pdn.png
The bar under the picture is 20 um long. Pins as bars on the die edge.
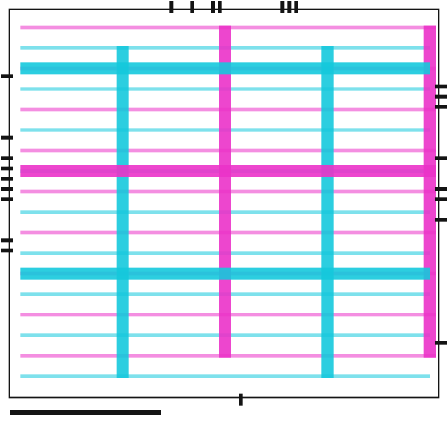
cell_classes.png
The bar under the picture is 20 um long.
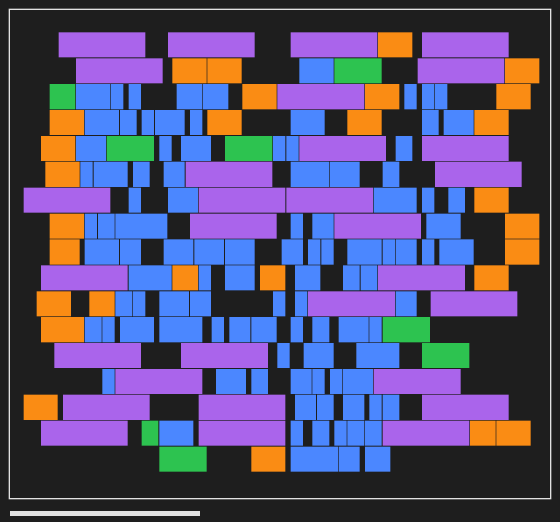
clock_map.png
The bar under the picture is 20 um long.
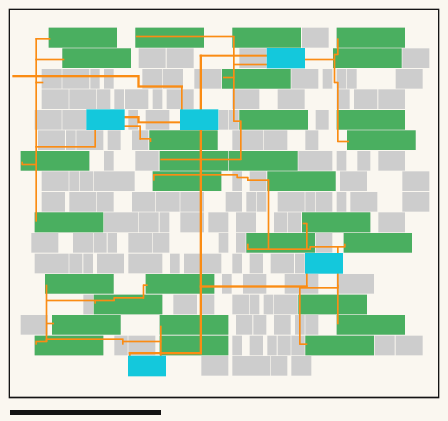
## src/rtl/gate3_sweep_driver.sv

```systemverilog
// gate3_sweep_driver: drives a 3-input gate through all eight input vectors,
// captures its synchronized output per vector and grades the truth table.
`timescale 1ns/1ps
module gate3_sweep_driver #(
  parameter int unsigned SETTLE   = 4,
  parameter logic [7:0]  EXPECTED = 8'b0000_0001
) (
  input  logic       clk,
  input  logic       rst_n,
  input  logic       start,
  input  logic       gate_out,
  output logic       a,
  output logic       b,
  output logic       c,
  output logic       busy,
  output logic       done,
  output logic       pass,
  output logic [7:0] truth,
  output logic [3:0] err_count,
  output logic [2:0] first_err_idx
);

  localparam logic [1:0] ST_IDLE   = 2'd0;
  localparam logic [1:0] ST_SETTLE = 2'd1;
  localparam logic [1:0] ST_SAMPLE = 2'd2;
  localparam logic [1:0] ST_FINISH = 2'd3;

  localparam int unsigned CNT_W    = 4;
  localparam logic [CNT_W-1:0] CNT_LAST = CNT_W'(SETTLE - 1);

  logic [1:0]       state, state_next;
  logic [2:0]       idx, idx_next;
  logic [CNT_W-1:0] cnt, cnt_next;
  logic             err_seen, err_seen_next;
  logic             sync1, sync2;
  logic             busy_next, done_next, pass_next;
  logic [7:0]       truth_next;
  logic [3:0]       err_count_next;
  logic [2:0]       first_err_idx_next;
  logic             mismatch;

  // Vector index is held in a flop, so the gate inputs come straight from it.
  assign a = idx[2];
  assign b = idx[1];
  assign c = idx[0];

  // Two-flop synchronizer for the possibly asynchronous gate output.
  always_ff @(posedge clk or negedge rst_n) begin
    if (!rst_n) begin
      sync1 <= 1'b0;
      sync2 <= 1'b0;
    end else begin
      sync1 <= gate_out;
      sync2 <= sync1;
    end
  end

  // State and result registers.
  always_ff @(posedge clk or negedge rst_n) begin
    if (!rst_n) begin
      state         <= ST_IDLE;
      idx           <= 3'd0;
      cnt           <= '0;
      err_seen      <= 1'b0;
      busy          <= 1'b0;
      done          <= 1'b0;
      pass          <= 1'b0;
      truth         <= 8'd0;
      err_count     <= 4'd0;
      first_err_idx <= 3'd0;
    end else begin
      state         <= state_next;
      idx           <= idx_next;
      cnt           <= cnt_next;
      err_seen      <= err_seen_next;
      busy          <= busy_next;
      done          <= done_next;
      pass          <= pass_next;
      truth         <= truth_next;
      err_count     <= err_count_next;
      first_err_idx <= first_err_idx_next;
    end
  end

  // Next-state and next-output logic for the sweep sequencer.
  always_comb begin
    state_next         = state;
    idx_next           = idx;
    cnt_next           = cnt;
    err_seen_next      = err_seen;
    busy_next          = busy;
    done_next          = 1'b0;
    pass_next          = pass;
    truth_next         = truth;
    err_count_next     = err_count;
    first_err_idx_next = first_err_idx;
    mismatch           = (sync2 != EXPECTED[idx]);

    case (state)
      ST_IDLE: begin
        if (start) begin
          state_next         = ST_SETTLE;
          idx_next           = 3'd0;
          cnt_next           = '0;
          truth_next         = 8'd0;
          err_count_next     = 4'd0;
          first_err_idx_next = 3'd0;
          pass_next          = 1'b0;
          err_seen_next      = 1'b0;
          busy_next          = 1'b1;
        end
      end
      ST_SETTLE: begin
        cnt_next = cnt + CNT_W'(1);
        if (cnt == CNT_LAST) begin
          state_next = ST_SAMPLE;
        end
      end
      ST_SAMPLE: begin
        truth_next[idx] = sync2;
        if (mismatch) begin
          err_count_next = err_count + 4'd1;
          if (!err_seen) begin
            first_err_idx_next = idx;
            err_seen_next      = 1'b1;
          end
        end
        if (idx == 3'd7) begin
          state_next = ST_FINISH;
        end else begin
          idx_next   = idx + 3'd1;
          cnt_next   = '0;
          state_next = ST_SETTLE;
        end
      end
      ST_FINISH: begin
        // truth already holds the vector-7 capture from the SAMPLE edge.
        done_next  = 1'b1;
        pass_next  = (truth == EXPECTED);
        busy_next  = 1'b0;
        idx_next   = 3'd0;
        state_next = ST_IDLE;
      end
      default: begin
        state_next = ST_IDLE;
      end
    endcase
  end

endmodule

```

## config.mk

```make
export PLATFORM = sky130hd
export DESIGN_NAME = gate3_sweep_driver
export DESIGN_NICKNAME = d
export VERILOG_FILES = /design/src/rtl/gate3_sweep_driver.sv
export SDC_FILE = /design/constraint.sdc
export NUM_CORES = 1
export LEC_CHECK = 0
export CAP_MARGIN = 20
export CORE_ASPECT_RATIO = 0.9
export CORE_UTILIZATION = 54
export CTS_BUF_LIST = sky130_fd_sc_hd__clkbuf_8
export DETAILED_ROUTE_END_ITERATION = 12
export GPL_ROUTABILITY_DRIVEN = 0
export PLACE_DENSITY = 0.83
export SLEW_MARGIN = 10
export SYNTH_ARGS = -nofsm -noshare
export SYNTH_HDL_FRONTEND = slang
export SYNTH_SLANG_ARGS = --single-unit
```

## constraint.sdc

```tcl
create_clock -name clk -period 2 [get_ports clk]
set_input_delay 0.6 -clock clk [delete_from_list [all_inputs] [get_ports clk]]
set_output_delay 0.6 -clock clk [all_outputs]
set_load 0.02 [all_outputs]
```

==> results.py <==
# Metrics from the implementation run
metrics = {
    "status": {
        "status": "finished with violations",
        "violations": "DRC",
    },
    "sta": {
        "finalSetupViolCount": 0,
        "period_needed_ps": 1925,
        "tightest_slew_ps": 469.5,
        "drv_slew": 0,
        "layout_setup_ws_ps": 75.37,
        "hold_ws_ps": 352.7,
        "hold_viol": 0,
        "tns_ps": 0,
        "finalClockPeriodUsage": 0.9623,
    },
    "global_routing": {
        "overflow": 0,
        "met1_usage": 0.2983,
        "grt_pass1_wl_um": 5195,
        "use_met3": 0.07342,
        "gr-max-usage-layer": "met2",
    },
    "power": {
        "p_seq_frac": 0.443,
        "p_int_mw": 1.222,
        "power-top-group": "sequential cells",
    },
    "floorplanning": {
        "row_count": 17,
        "nWellTaps": 28,
        "core_sq_mm": 0.002510,
        "io_pins": 25,
        "die-area_sq_mm": 0.002909,
        "die_h_um": 51.27,
    },
    "synthesis": {
        "top_area_frac": 0.5155,
        "synth_top_cell_by_count": "dfrtp_1",
        "flop_cell": "dfrtp_1",
        "ys_types": 33,
        "edf_count": 0,
        "yosys_area_sq_mm": 0.001456,
        "topCellsByArea": "dfrtp_1 (52%), mux2i_1 (6.9%), nand2_1 (5.4%)",
        "synth_warnings": 0,
        "synth_area_sq_mm": 0.001456,
        "syn_nets": 147,
        "synthArstFlopShare": 1.000,
        "syn_avg_cell_area_sq_um": 10.55,
        "ys_ff": 30,
    },
    "min_path": {
        "worstHoldPathCells": 0,
    },
    "clock_tree": {
        "cts.hold.buffers_added": 0,
        "clockBufferDepth": 2,
        "tritoncts": "built",
    },
    "final_layout": {
        "nNonClkInverters": 6,
        "num-clock-buffers": 6,
        "comb_cells": 96,
        "register_area_sq_um": 750.7,
        "seq-cell-share": 0.4138,
        "comb-cell-share": 0.3524,
        "layout.nets": 176,
        "ff_count": 30,
        "diodes": 0,
        "buffers": 28,
        "area.growth.synth_to_final_pct": 24.57,
        "postLayoutCellArea_sq_mm": 0.001814,
        "logic_area_sq_um": 639.4,
        "largest_class": "registers",
    },
    "drt": {
        "antenna_left": 0,
        "dr_wl_met2_um": 1388,
        "drt-pass1-iter-count": 8,
        "drc_errors": 6,
        "vias": 1147,
        "highest_layer": "met4",
        "drt_iter0_markers": 23,
        "drt-total-wl_um": 2997,
    },
    "worst_setup_path": {
        "r2r_slack_ps": 260,
        "critPathKind": "flip-flop to output pin",
        "worstSetupStartpointType": "flip-flop",
        "cp_slowest_cell": "clkdlybuf4s50_1",
        "required_ps": 1400,
    },
    "placement": {
        "dpl.hpwl_um": 2066,
        "portBuffers": 24,
    },
}
About pdn.png:
VDD -> magenta
VSS -> cyan
signal pins = 25
rows = 17
met5 straps = 3
met4 straps = 4

About cell_classes.png:
clock drivers and dummy loads -> green  # cells 8, share of their area 5.3%
other buffers and delay cells -> orange  # cells 28, share of their area 15%
flip-flops -> purple  # cells 30, share of their area 42%
all other logic -> blue  # cells 102, share of their area 37%

About clock_map.png:
cells driving clock nets -> cyan  # count 5
clock wires -> orange  # length 363 um
flip-flops -> green  # count 30
flops lie = spread over the die
share of total power in the clock network: 0.268
worst-skew pair later-pin latency: 280 ps
power in the clock group: 0.503 mW
Clock Skews: 6.471 ps

-- metrics by stage --
| stage | total power, mW | cells |
|---|---|---|
| detailed placement | 1.382 | 188 |
| CTS | 1.887 | 196 |
| global placement | 1.355 | 188 |
| finish | 1.878 | 196 |
| floorplan | 1.216 | 138 |
| global route | 1.993 | 196 |
-- kinds of logic (layout without fill, tap and decap cells) --
group,after synthesis,in the layout,synth area share
compound gates,28,28,0.1332
xor+xnor,4,4,0.02406
fa+ha+maj,5,5,0.04296
buf+inv,12,42,0.04725
flops,30,30,0.5155
mux,10,10,0.06873
simple gates,49,49,0.1684
-- registers in the layout (all words and copies together), names as in the netlist --
register       cells
sync1              1
idx                3
state              2
truth              8
done               1
first_err_idx      3
err_count          4
pass               1
err_seen           1
busy               1
sync2              1
cnt                4
Power is estimated from default activity; no workload was simulated.
